==> config.mk <==
export PLATFORM = sky130hd
export DESIGN_NAME = iterative_alu
export DESIGN_NICKNAME = d
export VERILOG_FILES = /design/src/rtl/alu_pkg.sv /design/src/rtl/alu_shift_unit.sv /design/src/rtl/iterative_alu.sv
export SDC_FILE = /design/constraint.sdc
export NUM_CORES = 1
export LEC_CHECK = 0
export CAP_MARGIN = 20
export CORE_MARGIN = 2
export CORE_UTILIZATION = 25
export DETAILED_ROUTE_END_ITERATION = 10
export GPL_ROUTABILITY_DRIVEN = 0
export SETUP_SLACK_MARGIN = 0.02
export SLEW_MARGIN = 0
export SYNTH_ARGS = -nofsm -noshare
export SYNTH_HDL_FRONTEND = slang
export SYNTH_SLANG_ARGS = --single-unit
==> constraint.sdc <==
create_clock -name clk -period 2.31 [get_ports clk]
set_input_delay 0.3465 -clock clk [delete_from_list [all_inputs] [get_ports clk]]
set_output_delay 0.3465 -clock clk [all_outputs]
set_load 0.01 [all_outputs]
Sequential cells colored by netlist name:
Scale bar: 50 um. Other sequential cells in the stronger gray, the rest of the logic in the fainter gray.
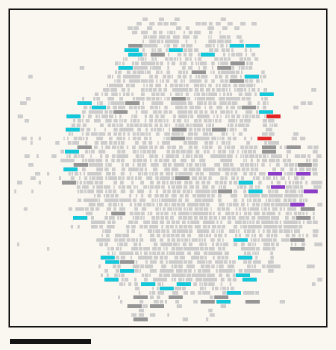
color	name in the netlist	placed flops
cyan	u_shift.work_q	32
red	u_shift.kind_q	2
purple	u_shift.cnt_q	5
not colored	36
FF/Latch Area: 0.00188 sq mm
Seq group: 0.00237 W
flip-flop and latch share of the layout cell area: 0.121

Gate families picked out:
Scale bar: 50 um.
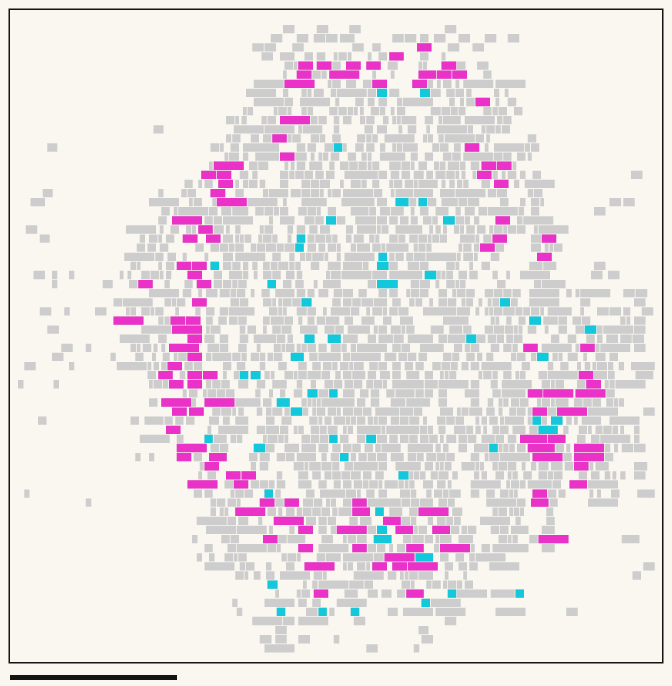
color	family	cells
magenta	adder and majority cells	115
cyan	AND-OR and OR-AND gates	52
Non-Filler Instances: 2,164
leading cell type in the layout, fill and taps excluded: sky130_fd_sc_hd__buf_4
Comb/total area: 0.503

==> impl_metrics.env <==
# implementation run metrics
export IMPL_worst_setup_path_start_kind="input pin"
export IMPL_p_switching_w=0.00468
export IMPL_power_share_clock=0.160
export IMPL_timing_final_setup_violations=25
export IMPL_critical_path_cell_count=13
export IMPL_multiInputGateArea_sq_mm=0.00782
export IMPL_element_type_at_the_critical_path_end="register"
export IMPL_synthesis_instances=1222
export IMPL_yosys_stat_cells=1222
export IMPL_number_of_openroad_warnings=108
export IMPL_pwr_group_clock_w=0.00169
export IMPL_global_route_usage_total=0.214
export IMPL_worstPathRequired_ps=2570
export IMPL_crit_arrival_ps=2950
export IMPL_largestPowerGroup="combinational logic"
export IMPL_pre_cts_ws_ps=-1310
export IMPL_pwr_share_comb=0.616
export IMPL_worstRegToRegCells=7
export IMPL_clkbuf_count=12
export IMPL_final_cell_mix="408 x sky130_fd_sc_hd__buf_4, 110 x sky130_fd_sc_hd__nand2_1, 94 x sky130_fd_sc_hd__a21oi_1, 75 x sky130_fd_sc_hd__dfrtp_1, 74 x sky130_fd_sc_hd__ha_1"
export IMPL_first_iter_violations=1199
export IMPL_num_nonclk_buffers=550
export IMPL_remaining_drc_errors=0
export IMPL_cell_types_occupying_the_most_area_after_synthesis="sky130_fd_sc_hd__dfrtp_1 21%, sky130_fd_sc_hd__ha_1 16%, sky130_fd_sc_hd__a21oi_1 6.7%, sky130_fd_sc_hd__o21ai_0 5.1%, sky130_fd_sc_hd__o211ai_1 4.8%"
export IMPL_cts_buffer_depth=2
export IMPL_synth_nets=1409
export IMPL_taps=461
export IMPL_clk_share=0.0212
export IMPL_crit_type="input pin to register"
export IMPL_leakage_nw=7.07
export IMPL_chipWidth_um=195
export IMPL_detailedPlacementHpwl_um=31700
export IMPL_synth_top_cell_by_count="sky130_fd_sc_hd__a21oi_1"
export IMPL_ir_worst_vdd_uv=433
export IMPL_maxSlewHeadroom=0.633
export IMPL_drv_max_cap_violation_count=0
export IMPL_finalClockPeriodUsage=1.17
export IMPL_utilization=0.435
export IMPL_power_per_cell_area_mw_per_mm2=681
export IMPL_power_sequential_fraction=0.224
export IMPL_h_tree_depth=3
export IMPL_grt_pass1_wl_um=64400
export IMPL_filler_cell_count=3462
export IMPL_dr_total_vias=11700
export IMPL_finClkSkew_ps=12.4
export IMPL_net_switching_fraction_of_the_power=0.442
export IMPL_firstDrtPassIters=7
export IMPL_antenna_diode_count=2
export IMPL_clkSinkCount=75
export IMPL_design_seq_count=75
export IMPL_hold_violations=0
export IMPL_critPathTopFamily="simple AND/OR/NAND/NOR gates"
export IMPL_routed_wl_um=42400
export IMPL_cp_slowest_stage_delay_ps=450
export IMPL_async_flop_share=1.00
export IMPL_synth_lib_cells_used_distinct=79
export IMPL_synth_yosys_warnings=0
export IMPL_finalMaxSlewViolations=0
export IMPL_multi_input_combinational=956
export IMPL_synth_ff_latch_count=75
export IMPL_clock_buffers_created_by_tritoncts=9
export IMPL_n_all_inverters=104
export IMPL_grt_pass1_vias=11600
export IMPL_final_layout_size_suffix_gt1_frac=0.429
export IMPL_vias_per_cell=5.39
export IMPL_area_growth_pct=70.8
export IMPL_grt_overflow_total=0
export IMPL_clkTransAtPathRegs_ps=70
export IMPL_final_hold_worst_slack_ps=288
export IMPL_placed_cells=2084
export IMPL_area_share_nonclk_buffers=0.289
export IMPL_fp_util=0.255
export IMPL_number_of_synthesized_flops_with_an_enable_pin=0
export IMPL_critical_path_slowest_cell="sky130_fd_sc_hd__or4_4"
export IMPL_run_status="finished, violations left"
export IMPL_io_pin_count=110
export IMPL_finalWorstSetupSlack_ps=-384
export IMPL_grt_start_max_net_pins=42
export IMPL_post_synth_top_area_cell="sky130_fd_sc_hd__dfrtp_1"
export IMPL_io_buffers=109
export IMPL_violated_checks="setup timing"
export IMPL_cp_buffers_inverters=3
export IMPL_critical_path_cell_chain="buf_8, clkinvlp_4, ha_4, o21ba_4, or4_4, a211oi_4, buf_4, o211ai_1, nor3b_4, a2bb2oi_2, o31ai_2, nor4_1, or3_1"
export IMPL_num_nets_final=1883
export IMPL_wire_per_inst_um=19.6
export IMPL_setup_slack_of_the_worst_register_to_register_path_ps=10
export IMPL_yosys_stat_chipArea_sq_mm=0.00910
export IMPL_dominant_cell_class="logic gates"
export IMPL_netlist_area_sq_mm=0.00910
export IMPL_tightest_slew_ps=537
==> layer usage <==
layer  part of all wire  track usage  vias up
li1                   -            -     5429
met1               0.44        0.286     5600
met2               0.46        0.339      520
met3              0.069       0.0333      107
met4              0.036       0.0970        0
met5                  0            0        -
==> cells by family after synthesis <==
logic type / synth area share
XOR/XNOR: 0.0202
buffers and inverters: 0.0807
AND/OR/NAND/NOR: 0.170
AND-OR/OR-AND: 0.351
flip-flops: 0.206
multiplexers: 0.0113
adder cells (fa/ha/maj): 0.160
==> what timing repair did <==
| action | in CTS | in global routing |
|---|---|---|
| setup buffers | 50 | 19 |
| resized | 280 | 164 |
| hold buffers | 1 | 0 |
| endpoints found under the hold margin | 22 | 0 |
| setup endpoints to repair | 42 | 35 |
| pin swaps | 111 | 88 |
Power figures rest on the tool's default switching activity, not on a simulated workload.
